--- config.mk ---
export PLATFORM = sky130hd
export DESIGN_NAME = wheel_cmd_arbiter
export DESIGN_NICKNAME = d
export VERILOG_FILES = /design/src/rtl/motion_pkg.sv /design/src/rtl/slew_limiter.sv /design/src/rtl/wheel_cmd_arbiter.sv
export SDC_FILE = /design/constraint.sdc
export NUM_CORES = 1
export LEC_CHECK = 0
export CORE_ASPECT_RATIO = 0.7
export CORE_MARGIN = 4
export CORE_UTILIZATION = 30
export CTS_BUF_LIST = sky130_fd_sc_hd__clkbuf_8
export DETAILED_ROUTE_END_ITERATION = 16
export HOLD_SLACK_MARGIN = 0.08
export PLACE_DENSITY = 0.63
export REMOVE_ABC_BUFFERS = 1
export SETUP_SLACK_MARGIN = 0.1
export SLEW_MARGIN = 20
export SYNTH_ARGS = -nofsm -noshare
export SYNTH_HDL_FRONTEND = slang
export SYNTH_SLANG_ARGS = --single-unit
--- constraint.sdc ---
create_clock -name clk -period 5.4 [get_ports clk]
set_input_delay 1.08 -clock clk [delete_from_list [all_inputs] [get_ports clk]]
set_output_delay 1.08 -clock clk [all_outputs]
set_load 0.05 [all_outputs]
--- src/rtl/motion_pkg.sv ---
// Shared motion-arbitration definitions: FSM state encoding, requester
// indices, default speed width and a fixed-priority one-hot picker.
package motion_pkg;

    localparam int DEF_SPEED_W = 8;

    localparam int REQ_ESC = 0;
    localparam int REQ_RND = 1;
    localparam int REQ_SPI = 2;

    typedef enum logic [1:0] {
        IDLE  = 2'd0,
        RUN   = 2'd1,
        BRAKE = 2'd2
    } arb_state_e;

    // Isolates the lowest set bit; bit 0 is the highest priority.
    function automatic logic [2:0] prio_pick(input logic [2:0] req);
        prio_pick = req & (~req + 3'd1);
    endfunction

endpackage

--- src/rtl/slew_limiter.sv ---
// Single signed speed channel: command walks toward target by at most
// SLEW_STEP per cycle. Ports: clk, rst_n, target in, cmd out, at_zero out.
// Only built when SLEW_LIMIT_EN is defined.
`ifdef SLEW_LIMIT_EN
module slew_limiter #(
    parameter int SPEED_W   = 8,
    parameter int SLEW_STEP = 4
) (
    input  logic                      clk,
    input  logic                      rst_n,
    input  logic signed [SPEED_W-1:0] target,
    output logic signed [SPEED_W-1:0] cmd,
    output logic                      at_zero
);

    localparam logic signed [SPEED_W:0]   STEP_X = (SPEED_W+1)'(SLEW_STEP);
    localparam logic signed [SPEED_W-1:0] STEP_N = SPEED_W'(SLEW_STEP);

    logic signed [SPEED_W-1:0] cmd_q;
    logic signed [SPEED_W-1:0] cmd_d;
    logic signed [SPEED_W:0]   diff;

    always_comb begin
        // One extra bit so the distance between any two speeds fits.
        diff = {target[SPEED_W-1], target} - {cmd_q[SPEED_W-1], cmd_q};
        if (diff > STEP_X) begin
            cmd_d = cmd_q + STEP_N;
        end else if (diff < -STEP_X) begin
            cmd_d = cmd_q - STEP_N;
        end else begin
            cmd_d = target;
        end
    end

    always_ff @(posedge clk or negedge rst_n) begin
        if (!rst_n) begin
            cmd_q <= '0;
        end else begin
            cmd_q <= cmd_d;
        end
    end

    assign cmd     = cmd_q;
    assign at_zero = (cmd_q == '0);

endmodule
`endif

--- src/rtl/wheel_cmd_arbiter.sv ---
// Fixed-priority owner of the two wheel speed commands (esc > rnd > spi)
// with a zero-speed brake interval on every ownership change.
// Ports: clk, rst (async active-low), {esc,rnd,spi}_req, per-source
// signed _l/_r speeds; outputs grant (one-hot), left_cmd, right_cmd,
// motor_en (RUN), braking (BRAKE). Option: SLEW_LIMIT_EN.
module wheel_cmd_arbiter
    import motion_pkg::*;
#(
    parameter int SPEED_W      = DEF_SPEED_W,
    parameter int BRAKE_CYCLES = 16,
    parameter int SLEW_STEP    = 4
) (
    input  logic                      clk,
    input  logic                      rst,
    input  logic                      esc_req,
    input  logic                      rnd_req,
    input  logic                      spi_req,
    input  logic signed [SPEED_W-1:0] esc_l,
    input  logic signed [SPEED_W-1:0] esc_r,
    input  logic signed [SPEED_W-1:0] rnd_l,
    input  logic signed [SPEED_W-1:0] rnd_r,
    input  logic signed [SPEED_W-1:0] spi_l,
    input  logic signed [SPEED_W-1:0] spi_r,
    output logic [2:0]                grant,
    output logic signed [SPEED_W-1:0] left_cmd,
    output logic signed [SPEED_W-1:0] right_cmd,
    output logic                      motor_en,
    output logic                      braking
);

    if (BRAKE_CYCLES < 1 || BRAKE_CYCLES > 255 || SLEW_STEP < 1) begin : g_param_check
        $error("wheel_cmd_arbiter: parameter out of range");
    end

    arb_state_e state_q, state_d;
    logic [2:0] grant_q, grant_d;
    logic [7:0] cnt_q, cnt_d;
    logic       motor_en_q, motor_en_d;
    logic       braking_q, braking_d;

    logic [2:0] reqs;
    logic       higher;
    logic       owner_gone;
    logic       cmds_zero;

    logic signed [SPEED_W-1:0] tgt_l, tgt_r;

    assign reqs = {spi_req, rnd_req, esc_req};
    // grant_q - 1 masks exactly the bits above the owner in priority.
    assign higher     = |(reqs & (grant_q - 3'd1));
    assign owner_gone = ~|(reqs & grant_q);

    always_comb begin
        state_d = state_q;
        grant_d = grant_q;
        cnt_d   = cnt_q;
        unique case (state_q)
            IDLE: begin
                if (|reqs) begin
                    state_d = RUN;
                    grant_d = prio_pick(reqs);
                end
            end
            RUN: begin
                if (owner_gone || higher) begin
                    state_d = BRAKE;
                    grant_d = '0;
                    cnt_d   = 8'(BRAKE_CYCLES);
                end
            end
            BRAKE: begin
                // Count only once both wheels are actually stopped.
                if (cmds_zero) begin
                    if (cnt_q <= 8'd1) begin
                        cnt_d = '0;
                        if (|reqs) begin
                            state_d = RUN;
                            grant_d = prio_pick(reqs);
                        end else begin
                            state_d = IDLE;
                        end
                    end else begin
                        cnt_d = cnt_q - 8'd1;
                    end
                end
            end
            default: begin
                state_d = IDLE;
                grant_d = '0;
                cnt_d   = '0;
            end
        endcase
        motor_en_d = (state_d == RUN);
        braking_d  = (state_d == BRAKE);
    end

    always_comb begin
        tgt_l = '0;
        tgt_r = '0;
        unique case (1'b1)
            grant_d[REQ_ESC]: begin
                tgt_l = esc_l;
                tgt_r = esc_r;
            end
            grant_d[REQ_RND]: begin
                tgt_l = rnd_l;
                tgt_r = rnd_r;
            end
            grant_d[REQ_SPI]: begin
                tgt_l = spi_l;
                tgt_r = spi_r;
            end
            default: ;
        endcase
    end

`ifdef SLEW_LIMIT_EN
    logic l_zero, r_zero;

    slew_limiter #(
        .SPEED_W   (SPEED_W),
        .SLEW_STEP (SLEW_STEP)
    ) u_slew_l (
        .clk     (clk),
        .rst_n   (rst),
        .target  (tgt_l),
        .cmd     (left_cmd),
        .at_zero (l_zero)
    );

    slew_limiter #(
        .SPEED_W   (SPEED_W),
        .SLEW_STEP (SLEW_STEP)
    ) u_slew_r (
        .clk     (clk),
        .rst_n   (rst),
        .target  (tgt_r),
        .cmd     (right_cmd),
        .at_zero (r_zero)
    );

    assign cmds_zero = l_zero & r_zero;
`else
    logic signed [SPEED_W-1:0] left_q, right_q;

    assign cmds_zero = 1'b1;
    assign left_cmd  = left_q;
    assign right_cmd = right_q;
`endif

    always_ff @(posedge clk or negedge rst) begin
        if (!rst) begin
            state_q    <= IDLE;
            grant_q    <= '0;
            cnt_q      <= '0;
            motor_en_q <= 1'b0;
            braking_q  <= 1'b0;
`ifndef SLEW_LIMIT_EN
            left_q     <= '0;
            right_q    <= '0;
`endif
        end else begin
            state_q    <= state_d;
            grant_q    <= grant_d;
            cnt_q      <= cnt_d;
            motor_en_q <= motor_en_d;
            braking_q  <= braking_d;
`ifndef SLEW_LIMIT_EN
            left_q     <= tgt_l;
            right_q    <= tgt_r;
`endif
        end
    end

    assign grant    = grant_q;
    assign motor_en = motor_en_q;
    assign braking  = braking_q;

endmodule

Figure 1. Congestion heat map.
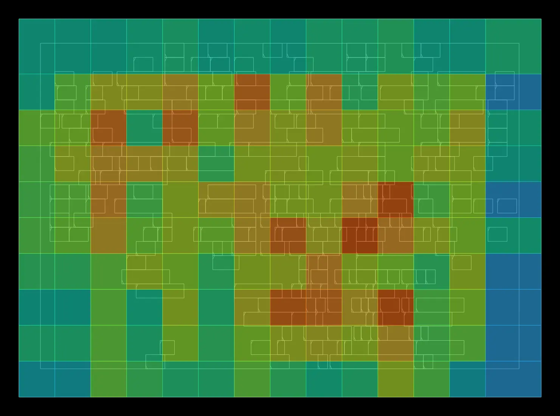
Overall Global Routing Usage: 15.1%
share of the core filled with cells in the final layout: 46.5%

Figure 2. Clock distribution.
Drawn at 4 px/um.
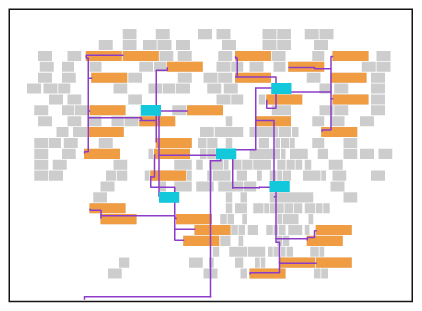
legend:
  cells driving clock nets:
    colour: cyan
    count: 5
  clock wires:
    colour: purple
    length: 457 um
  flip-flops:
    colour: orange
    count: 31
routed clock nets: 6
part of the total power dissipated in the clock network: 16.0%
clock skew: 0.00608 ns

Figure 3. Register map, names as in the netlist.
Drawn at 3 px/um.
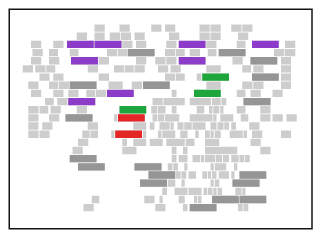
legend:
  state_q:
    colour: red
    sequential_cells: 2
  left_cmd:
    colour: purple
    sequential_cells: 8
  grant:
    colour: green
    sequential_cells: 3
not coloured: 18
sequential share of cell area: 29.0%
FF/Latch Area: 776 um^2
power of the sequential group: 362 uW

==> out/qor.log <==
INFO  outcome        run_status=completed
INFO  final_timing   final.period_utilization=61.4%
INFO  synthesis      synth_chip_area=1790um^2
INFO  setup_path     worst_path_max_stage_delay=0.82ns
INFO  die            core_util_floorplan=31.2%
INFO  synthesis      mux_share=0%
INFO  placement      numPlacedInstances=307
INFO  worst_hold_path timing.hold.worst_endpoint=cnt_q[7]
INFO  final_timing   finalSetupViolations=0
INFO  layout         areaGrowthSynthToFinish=49.2%
INFO  clocking       insertion_delay=0.28ns
INFO  synthesis      ys_sh_xor=0%
INFO  setup_path     cp_data_arrival_time=3.54ns
INFO  final_timing   report.final.hold_viol_count=0
INFO  clocking       clk_pin_slew_worst_paths=0.07ns
INFO  synthesis      synth_cell_type_count=39
INFO  setup_path     setup.reg_to_reg.worst_slack=2.51ns
INFO  global_route   grt_max_degree=32
INFO  layout         layout.cells.most_common=sky130_fd_sc_hd__clkdlybuf4s50_1
INFO  setup_path     setup.worst_path.start_class=input pin
INFO  synthesis      logic_family=AND-OR/OR-AND gates
INFO  run            log.warning_count=29
INFO  setup_path     timing.setup.critical_path_class=in2reg
INFO  placement      finalWeightedCongestion=0.826
INFO  layout         drive_gt1_share=7.50%
INFO  die            fp.dieArea=7300um^2
INFO  layout         final.fill_count=549
INFO  layout         num_antenna_cells=0
INFO  clocking       clock_sink_count=31
INFO  clocking       tritoncts=built
INFO  clocking       htree_levels=2
INFO  setup_path     cp_top_family=AND-OR/OR-AND gates
INFO  synthesis      syn_inst=165
INFO  final_timing   layout_setup_ws=2.09ns
INFO  clocking       ctsLongestPathBuffers=2
INFO  synthesis      syn-mean-instance-area=10.9um^2
INFO  power_and_ir_drop p_seq_share=24.5%
INFO  setup_path     reg2reg_to=left_cmd[1]
INFO  power_and_ir_drop p_leak=1.06nW
INFO  synthesis      yosysWarningCount=0
INFO  synthesis      yosys_most_used_dff=sky130_fd_sc_hd__dfrtp_1
INFO  route          drt_drc_violations_left=0
INFO  power_and_ir_drop vdd_drop_max=0.000139V
INFO  synthesis      yosysCellCount=165
INFO  synthesis      synth_flop_count=31
INFO  die            i_o_pin_cnt=74
Figure 4. Signal wires by layer.
Drawn at 3 px/um.
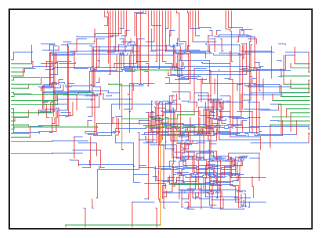
legend:
  met2:
    colour: red
    wire_length: 2290 um
  met4:
    colour: orange
    wire_length: 63.9 um
  met1:
    colour: blue
    wire_length: 2420 um
  met3:
    colour: green
    wire_length: 466 um
number of vias after detailed routing: 1661
detailed-route wire length per cell: 16.7 um
total wire length: 5250 um

Figure 5. Signal wires on met3.
Drawn at 3 px/um.
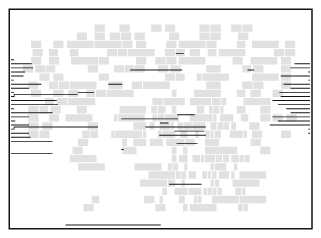
wire length on this layer: 466 um
longest straight run: 31.5 um
main direction: horizontal
GRT met3 Usage: 5.64%

## logic make-up after synthesis
kind of cell,after synthesis
flops,31
simple gates,55
compound gates,56
buf+inv,16
fa+ha+maj,7
## synthesized netlist by cell type, types with 3 or more instances
master                     count  area [um^2]
sky130_fd_sc_hd__buf_6         5         56.3
sky130_fd_sc_hd__nor4b_1      17          149
sky130_fd_sc_hd__nor3_1        3         15.0
sky130_fd_sc_hd__nand2_1       4         15.0
sky130_fd_sc_hd__a21oi_1       7         35.0
sky130_fd_sc_hd__inv_1         9         33.8
sky130_fd_sc_hd__a221o_1      16          160
sky130_fd_sc_hd__o21ai_0      13         65.1
sky130_fd_sc_hd__nor2_1       12         45.0
sky130_fd_sc_hd__nand2b_1      3         18.8
sky130_fd_sc_hd__nand3_1       3         15.0
sky130_fd_sc_hd__ha_1          7         87.6
sky130_fd_sc_hd__nor3b_1       3         22.5
sky130_fd_sc_hd__dfrtp_1      31          776
## sequential cells by signal (all words and copies together) (netlist names)
name / count
grant: 3
state_q: 2
motor_en: 1
left_cmd: 8
right_cmd: 8
cnt_q: 8
braking: 1
## per-stage QoR
step | total power [mW] | instance area [um^2] | hold slack (ns) | utilization [%]
3_5_place_dp | 1.25 | 2560 | 0.465 | 44.4
3_3_place_gp | 1.23 | 2560 | 0.465 | 44.4
6_report | 1.48 | 2680 | 0.481 | 46.5
4_1_cts | 1.49 | 2680 | 0.480 | 46.5
5_1_grt | 1.58 | 2680 | 0.501 | 46.5
2_1_floorplan | 0.962 | 1730 | 0.442 | -
## routing by layer
layer  wire, um  share of wire, %  global-route usage (%)
met1       2420                46                    20.4
met2       2290                44                    22.3
met3        466               8.9                    5.64
met4         63               1.2                    4.93
met5          0                 0                       0
## final cells by class
| class | instances | area [um^2] | share of cell area (%) |
|---|---|---|---|
| tap | 75 | 93.8 | 3.51 |
| inverter | 9 | 33.8 | 1.26 |
| sequential | 31 | 776 | 29.0 |
| multi-input combinational | 118 | 916 | 34.2 |
| clock inverter | 2 | 35.0 | 1.31 |
| timing repair buffer | 74 | 738 | 27.6 |
| clock buffer | 6 | 82.6 | 3.09 |
## worst max-delay path by stage
| stage | to | slack (ns) |
|---|---|---|
| 5_1_grt | right_cmd[2] | 1.91 |
| 3_5_place_dp | left_cmd[1] | 1.81 |
| 3_3_place_gp | right_cmd[6] | 1.86 |
| 6_report | left_cmd[1] | 2.09 |
| 2_1_floorplan | left_cmd[0] | 2.77 |
| 4_1_cts | right_cmd[2] | 2.09 |
## power groups by stage
stage / Clock (mW) / Combinational [mW] / Sequential [mW]
2_1_floorplan: 0 / 0.390 / 0.572
3_3_place_gp: 0 / 0.868 / 0.365
3_5_place_dp: 0 / 0.880 / 0.366
4_1_cts: 0.244 / 0.885 / 0.362
5_1_grt: 0.255 / 0.947 / 0.374
6_report: 0.237 / 0.880 / 0.362
Power figures rest on the tool's default switching activity, not on a simulated workload.
